[src/rtl/icache_pkg.sv]
// icache_pkg: shared types and constants for the direct-mapped instruction cache.
//   state_e       refill FSM states (IDLE, REFILL, DONE)
//   NOP_INSTR     instruction returned on any non-hit cycle (addi x0,x0,0)
//   LINE_WORDS_C  32-bit words per line
//   OFFSET_W      word-offset / beat-counter width
//   LINE_LSB      lowest pc bit above the line offset (index starts here)
package icache_pkg;

  typedef enum logic [1:0] {
    ST_IDLE,
    ST_REFILL,
    ST_DONE
  } state_e;

  localparam logic [31:0] NOP_INSTR    = 32'h0000_0013;
  localparam int unsigned LINE_WORDS_C = 4;
  localparam int unsigned OFFSET_W     = $clog2(LINE_WORDS_C);
  localparam int unsigned LINE_LSB     = OFFSET_W + 2;

endpackage

[src/rtl/icache_if.sv]
// icache_if: fetch-side and backing-memory-side signals of the instruction cache.
//   pc, req, flush          fetch address, request valid, invalidate-all (fence.i)
//   instr_f, stall_f        instruction to the fetch register, hold PC/fetch register
//   mem_req, mem_addr       refill request and word address of the current beat
//   mem_rvalid, mem_rdata   refill beat valid and data from backing memory
//   hit_count, miss_count   statistics, present only when ICACHE_STATS_EN is defined
// Modports: slave = cache side, master = fetch pipe + backing memory side.
interface icache_if;

  logic [31:0] pc;
  logic        req;
  logic        flush;
  logic [31:0] instr_f;
  logic        stall_f;
  logic        mem_req;
  logic [31:0] mem_addr;
  logic        mem_rvalid;
  logic [31:0] mem_rdata;
`ifdef ICACHE_STATS_EN
  logic [31:0] hit_count;
  logic [31:0] miss_count;

  modport slave (
    input  pc, req, flush, mem_rvalid, mem_rdata,
    output instr_f, stall_f, mem_req, mem_addr, hit_count, miss_count
  );
  modport master (
    output pc, req, flush, mem_rvalid, mem_rdata,
    input  instr_f, stall_f, mem_req, mem_addr, hit_count, miss_count
  );
`else
  modport slave (
    input  pc, req, flush, mem_rvalid, mem_rdata,
    output instr_f, stall_f, mem_req, mem_addr
  );
  modport master (
    output pc, req, flush, mem_rvalid, mem_rdata,
    input  instr_f, stall_f, mem_req, mem_addr
  );
`endif

endinterface

[src/rtl/icache_line_array.sv]
// icache_line_array: tag, valid and data storage of the direct-mapped cache.
//   clk_i, rst_i         clock, synchronous active-high reset (clears valid only)
//   flush_i              clear every valid bit this cycle
//   rd_idx_i, rd_off_i   combinational read port: line index and word offset
//   rd_tag_o, rd_valid_o, rd_word_o   read port results
//   wr_word_en_i, wr_idx_i, wr_off_i, wr_word_i   single word-write port
//   wr_tag_en_i, wr_tag_i, wr_valid_i              tag/valid write for wr_idx_i
module icache_line_array
  import icache_pkg::*;
#(
  parameter int unsigned NUM_LINES  = 16,
  parameter int unsigned LINE_WORDS = 4,
  parameter int unsigned IDX_W      = $clog2(NUM_LINES),
  parameter int unsigned TAG_W      = 32 - LINE_LSB - IDX_W
) (
  input  logic                clk_i,
  input  logic                rst_i,
  input  logic                flush_i,
  input  logic [IDX_W-1:0]    rd_idx_i,
  input  logic [OFFSET_W-1:0] rd_off_i,
  output logic [TAG_W-1:0]    rd_tag_o,
  output logic                rd_valid_o,
  output logic [31:0]         rd_word_o,
  input  logic                wr_word_en_i,
  input  logic [IDX_W-1:0]    wr_idx_i,
  input  logic [OFFSET_W-1:0] wr_off_i,
  input  logic [31:0]         wr_word_i,
  input  logic                wr_tag_en_i,
  input  logic [TAG_W-1:0]    wr_tag_i,
  input  logic                wr_valid_i
);

  logic [NUM_LINES-1:0] valid_q;
  logic [TAG_W-1:0]     tag_q  [NUM_LINES];
  logic [31:0]          data_q [NUM_LINES*LINE_WORDS];

  // A flush arriving with the tag write must leave that line invalid too.
  always_ff @(posedge clk_i) begin
    if (rst_i) begin
      valid_q <= '0;
    end else begin
      if (flush_i) begin
        valid_q <= '0;
      end
      if (wr_tag_en_i) begin
        valid_q[wr_idx_i] <= wr_valid_i & ~flush_i;
      end
    end
  end

  always_ff @(posedge clk_i) begin
    if (wr_tag_en_i) begin
      tag_q[wr_idx_i] <= wr_tag_i;
    end
    if (wr_word_en_i) begin
      data_q[{wr_idx_i, wr_off_i}] <= wr_word_i;
    end
  end

  assign rd_tag_o   = tag_q[rd_idx_i];
  assign rd_valid_o = valid_q[rd_idx_i];
  assign rd_word_o  = data_q[{rd_idx_i, rd_off_i}];

endmodule

[src/rtl/icache.sv]
// icache: direct-mapped instruction cache with 0-cycle hits and a 4-beat refill.
//   clk   single clock, rising edge
//   rst   synchronous active-high reset
//   bus   icache_if.slave: pc/req/flush in, instr_f/stall_f out,
//         mem_req/mem_addr out, mem_rvalid/mem_rdata in
// Optional: define ICACHE_STATS_EN to add the hit_count/miss_count counters
// (wrapping, 32 bits) on the interface.
module icache
  import icache_pkg::*;
#(
  parameter int unsigned NUM_LINES  = 16,
  parameter int unsigned LINE_WORDS = 4
) (
  input logic     clk,
  input logic     rst,
  icache_if.slave bus
);

  localparam int unsigned IDX_W = $clog2(NUM_LINES);
  localparam int unsigned TAG_W = 32 - LINE_LSB - IDX_W;

  state_e                state_q;
  logic [31-LINE_LSB:0]  base_q;
  logic [OFFSET_W-1:0]   cnt_q;
  logic                  flush_pend_q;
  logic                  mem_req_q;

  logic [OFFSET_W-1:0]   pc_off;
  logic [IDX_W-1:0]      pc_idx;
  logic [TAG_W-1:0]      pc_tag;
  logic [TAG_W-1:0]      rd_tag;
  logic                  rd_valid;
  logic [31:0]           rd_word;
  logic                  hit;
  logic                  start_refill;
  logic                  beat;
  logic                  last_beat;
  logic                  unused_pc;

  assign pc_off    = bus.pc[LINE_LSB-1:2];
  assign pc_idx    = bus.pc[LINE_LSB+IDX_W-1:LINE_LSB];
  assign pc_tag    = bus.pc[31:LINE_LSB+IDX_W];
  assign unused_pc = ^bus.pc[1:0];

  icache_line_array #(
    .NUM_LINES  (NUM_LINES),
    .LINE_WORDS (LINE_WORDS),
    .IDX_W      (IDX_W),
    .TAG_W      (TAG_W)
  ) u_lines (
    .clk_i        (clk),
    .rst_i        (rst),
    .flush_i      (bus.flush),
    .rd_idx_i     (pc_idx),
    .rd_off_i     (pc_off),
    .rd_tag_o     (rd_tag),
    .rd_valid_o   (rd_valid),
    .rd_word_o    (rd_word),
    .wr_word_en_i (beat),
    .wr_idx_i     (base_q[IDX_W-1:0]),
    .wr_off_i     (cnt_q),
    .wr_word_i    (bus.mem_rdata),
    .wr_tag_en_i  (last_beat),
    .wr_tag_i     (base_q[31-LINE_LSB:IDX_W]),
    .wr_valid_i   (~flush_pend_q)
  );

  assign hit          = bus.req && (state_q == ST_IDLE) && rd_valid && (rd_tag == pc_tag);
  assign start_refill = bus.req && (state_q == ST_IDLE) && !hit && !bus.flush;
  assign beat         = (state_q == ST_REFILL) && bus.mem_rvalid;
  assign last_beat    = beat && (cnt_q == '1);

  assign bus.instr_f  = hit ? rd_word : NOP_INSTR;
  assign bus.stall_f  = (bus.req && !hit) || (state_q != ST_IDLE);
  assign bus.mem_req  = mem_req_q;
  assign bus.mem_addr = {base_q, cnt_q, 2'b00};

  always_ff @(posedge clk) begin
    if (rst) begin
      state_q      <= ST_IDLE;
      base_q       <= '0;
      cnt_q        <= '0;
      flush_pend_q <= 1'b0;
      mem_req_q    <= 1'b0;
    end else begin
      unique case (state_q)
        ST_IDLE: begin
          if (start_refill) begin
            state_q      <= ST_REFILL;
            base_q       <= bus.pc[31:LINE_LSB];
            cnt_q        <= '0;
            flush_pend_q <= 1'b0;
            mem_req_q    <= 1'b1;
          end
        end
        ST_REFILL: begin
          // A flush mid-refill lets the refill finish but keeps the line invalid.
          if (bus.flush) begin
            flush_pend_q <= 1'b1;
          end
          if (bus.mem_rvalid) begin
            cnt_q <= cnt_q + 1'b1;
            if (cnt_q == '1) begin
              state_q   <= ST_DONE;
              mem_req_q <= 1'b0;
            end
          end
        end
        ST_DONE: begin
          state_q <= ST_IDLE;
        end
        default: begin
          state_q <= ST_IDLE;
        end
      endcase
    end
  end

`ifdef ICACHE_STATS_EN
  logic [31:0] hit_cnt_q;
  logic [31:0] miss_cnt_q;

  always_ff @(posedge clk) begin
    if (rst) begin
      hit_cnt_q  <= '0;
      miss_cnt_q <= '0;
    end else begin
      if (hit) begin
        hit_cnt_q <= hit_cnt_q + 32'd1;
      end
      if (start_refill) begin
        miss_cnt_q <= miss_cnt_q + 32'd1;
      end
    end
  end

  assign bus.hit_count  = hit_cnt_q;
  assign bus.miss_count = miss_cnt_q;
`endif

endmodule

[src/flat_wrapper.sv]
// flat-port wrapper written by rule: the top's interface ports become plain ports
module icache_flat import icache_pkg::*;
#(
  parameter int unsigned NUM_LINES  = 16,
  parameter int unsigned LINE_WORDS = 4
)
  (clk, rst, bus_pc, bus_req, bus_flush, bus_mem_rvalid, bus_mem_rdata, bus_instr_f, bus_stall_f, bus_mem_req, bus_mem_addr);
  icache_if bus_i ();
  input logic clk;
  input logic rst;
  input wire logic [$bits(bus_i.pc)-1:0] bus_pc;
  input wire logic [$bits(bus_i.req)-1:0] bus_req;
  input wire logic [$bits(bus_i.flush)-1:0] bus_flush;
  input wire logic [$bits(bus_i.mem_rvalid)-1:0] bus_mem_rvalid;
  input wire logic [$bits(bus_i.mem_rdata)-1:0] bus_mem_rdata;
  output wire logic [$bits(bus_i.instr_f)-1:0] bus_instr_f;
  output wire logic [$bits(bus_i.stall_f)-1:0] bus_stall_f;
  output wire logic [$bits(bus_i.mem_req)-1:0] bus_mem_req;
  output wire logic [$bits(bus_i.mem_addr)-1:0] bus_mem_addr;
  assign bus_i.pc = bus_pc;
  assign bus_i.req = bus_req;
  assign bus_i.flush = bus_flush;
  assign bus_i.mem_rvalid = bus_mem_rvalid;
  assign bus_i.mem_rdata = bus_mem_rdata;
  assign bus_instr_f = bus_i.instr_f;
  assign bus_stall_f = bus_i.stall_f;
  assign bus_mem_req = bus_i.mem_req;
  assign bus_mem_addr = bus_i.mem_addr;
  icache #(.NUM_LINES(NUM_LINES), .LINE_WORDS(LINE_WORDS)) u_core (.clk(clk), .rst(rst), .bus(bus_i));
endmodule
[config.mk]
export PLATFORM = sky130hd
export DESIGN_NAME = icache_flat
export DESIGN_NICKNAME = d
export VERILOG_FILES = /design/src/rtl/icache_pkg.sv /design/src/rtl/icache_if.sv /design/src/rtl/icache_line_array.sv /design/src/rtl/icache.sv /design/src/flat_wrapper.sv
export SDC_FILE = /design/constraint.sdc
export NUM_CORES = 2
export LEC_CHECK = 0
export CORE_ASPECT_RATIO = 1.75
export CORE_MARGIN = 2
export CORE_UTILIZATION = 55
export DETAILED_ROUTE_END_ITERATION = 8
export GPL_TIMING_DRIVEN = 0
export HOLD_SLACK_MARGIN = 0.08
export PLACE_DENSITY_LB_ADDON = 0.1
export SLEW_MARGIN = 0
export SYNTH_ARGS = -nofsm -noshare
export SYNTH_HDL_FRONTEND = slang
export SYNTH_SLANG_ARGS = --single-unit
export TNS_END_PERCENT = 50
[constraint.sdc]
create_clock -name clk -period 9.44 [get_ports clk]
set_input_delay 1.416 -clock clk [delete_from_list [all_inputs] [get_ports clk]]
set_output_delay 1.416 -clock clk [all_outputs]
set_load 0.01 [all_outputs]
==> ci_impl_report.md <==
### Yosys + OpenROAD results

| Metric | Value |
|---|---|
| Post-CTS sizing | `0` |
| Layer with the highest usage | `met2` |
| Adder Share, Synth | `0.01309%` |
| XOR/XNOR Area Share | `less than 1%` |
| Setup crit end | `bus_instr_f[27]` |
| Violated checks | `capacitance limit, slew limit, setup timing` |
| Peak VDD IR | `roughly 0.16 mV` |
| DRT antenna net count | `0` |
| Worst R2R Path Depth | `10` |
| Top cell area share | `roughly 76%` |
| Synth Area per Inst | `23.68 sq um` |
| Post-synth top cells | `2432 x edfxtp_1, 733 x mux4_2, 131 x clkbuf_1, 118 x mux2i_1, 91 x nor2_1` |
| Nets | `4571` |
| Reg clk slew, reported paths | `0.06 ns` |
| Most flops, register | `u_core.u_lines.data_q` |
| Reg2reg start | `u_core.u_lines.tag_q[15][19]` |
| Logic pwr share | `5.5%` |
| Met1 Usage GRT | `34.50%` |
| Post-synthesis cell count | `about 4000` |
| Initial drt markers | `5161` |
| Vias in the first global route | `47310` |
| GRT Overall Usage | `31.29%` |
| Met1 WL | `89210 microns` |
| Relative slew slack | `-2.094%` |
| Hold-fix buffers at CTS | `0` |
| Critical path's top delay family | `buffers and inverters` |
| CP Capture Type | `primary output` |
| Setup violators final | `6` |
| Layout cells sized above 1 | `28.94%` |
| Yosys simple share | `1.622%` |
| Final HPWL from detailed placement | `192600 microns` |
| Status | `complete, but fails checks` |
| Dominant logic cell type in the layout | `edfxtp_1` |
| Worst min path class | `register to register` |
| GRT met3 Usage | `3.973%` |
| Placed cell area | `~100000 sq um` |
| Seq pwr share | `54.8%` |
| Final WS setup | `-0.1807 ns` |
| Hold WS | `0.4860 ns` |
| Post-CTS setup buffer count | `0` |
| Top-Level Pins | `135` |
| WHS Endpoint | `u_core.u_lines.valid_q[5]` |
| Gate Area | `21100 sq um` |
| Tcrit/Tclk final | `101.9%` |
| Die width | `319.2 microns` |
| Distinct cell type count after synthesis | `between 60 and 70` |
| Complex Gates by Area | `less than 1%` |
| Top Layout Cells | `2432 x edfxtp_1, 733 x mux4_2, 221 x clkbuf_16` |
| CP max FO | `10` |
| CP most frequent cell | `buf_4` |
| P_clk | `8.78 mW` |
| RSZ-0062 raised after global routing | `false` |
| Worst Hold Launch | `u_core.u_lines.valid_q[5]` |
| Total of max-cap violations | `1` |
| Seq group | `roughly 12 mW` |
| Crit-path max cell delay | `0.96 ns` |
| Clk tree area frac | `6.259%` |
| Final Cell Area | `roughly 110000 sq um` |
| # Cells Yosys | `4037` |
| Clock Sinks | `between 2000 and 2500` |
| Area leader, netlist | `edfxtp_1` |
| Uppermost routed layer | `met5` |
| Fp_density | `55.30%` |
| H-tree levels | `4` |
| P_int | `~17 mW` |
| Buffering overhead | `4.240%` |
| Most common reg cell | `edfxtp_1` |
| Slew Viols, Final | `11` |
| CTS tree | `yes` |
| Startpoint types | `primary input` |
| Largest net degree at the start of global routing | `65` |
| Crit path buf inv count | `7` |
| Core Area | `172900 sq um` |
| Fmax | `103.9 MHz` |
| Die Size | `177300 sq um` |
| Switching part of the total power | `21.20%` |
| Min cycle time layout | `9.621 ns` |
| Non-CTS buffers | `473` |
| Main logic family | `multiplexers` |
| CLK BUF | `257` |
| R2r setup slk | `5.05 ns` |
| Pwr dens | `202.0 nW/um^2` |
| Synthesis-to-layout area growth | `14.52%` |
| Antenna cells | `2` |
| Final hold violation count | `0` |
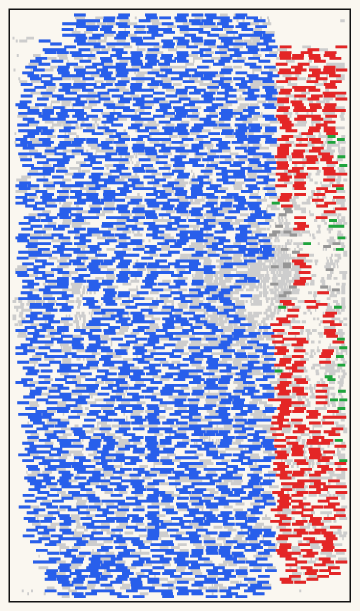
*Sequential cells grouped by signal name*
Other sequential cells in the stronger grey, the rest of the logic in the fainter grey.
- red: u_core.u_lines.tag_q (sequential cells 384; where a vertical strip on the right)
- blue: u_core.u_lines.data_q (sequential cells 2048)
- green: u_core.base_q (sequential cells 28; where east)
fraction of area in registers: 67.62%
Finished Core Util: 63.33%

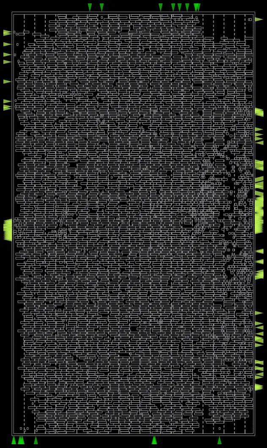
*Cell outlines without signal wires*
Finished Layout Cells: 6914
Tap Count: 2244
num rows: 202

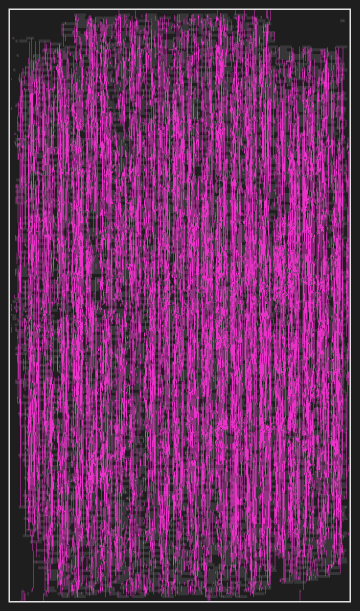
*Metal 2*
Cells faint in the background.
- longest straight run: 254 microns
- nets with wire on the layer: 4260
- share of all routed wire: 54%
routed wire length: 275000 microns
GR Layer Usage met2: 56.96%

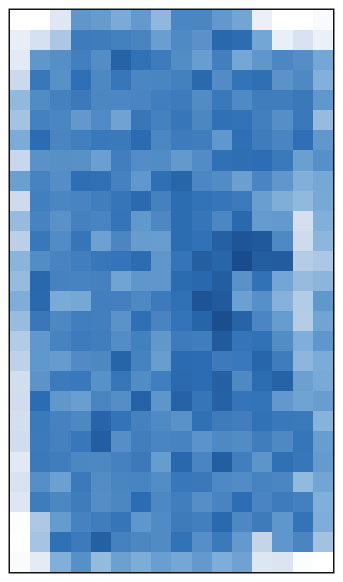
*Cell density map*
The die is cut into 16 by 28 equal tiles; white is low, dark blue is high, 0 to 100% covered.
- tiles over 75% full: 12%
- nearly empty tiles: 1.6%
- mean over tiles: 60%
- fullest tile: 89%

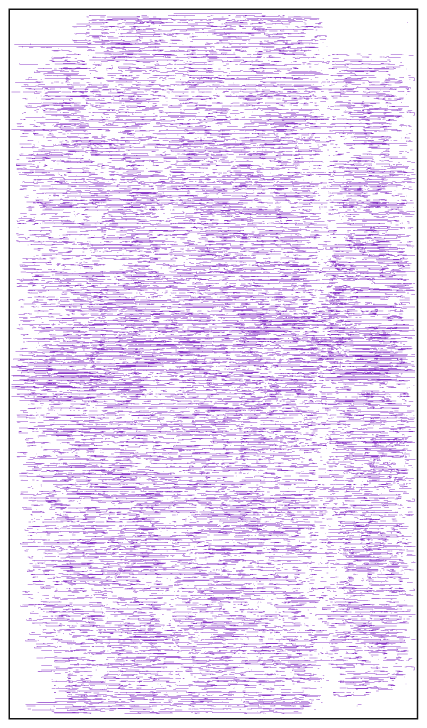
*Met1 routing*
- nets with wire on the layer: 4434
- wire length on this layer: 89.2 mm
- longest straight run: 118 microns
- share of all routed wire: 32%

Power is estimated from default activity; no workload was simulated.
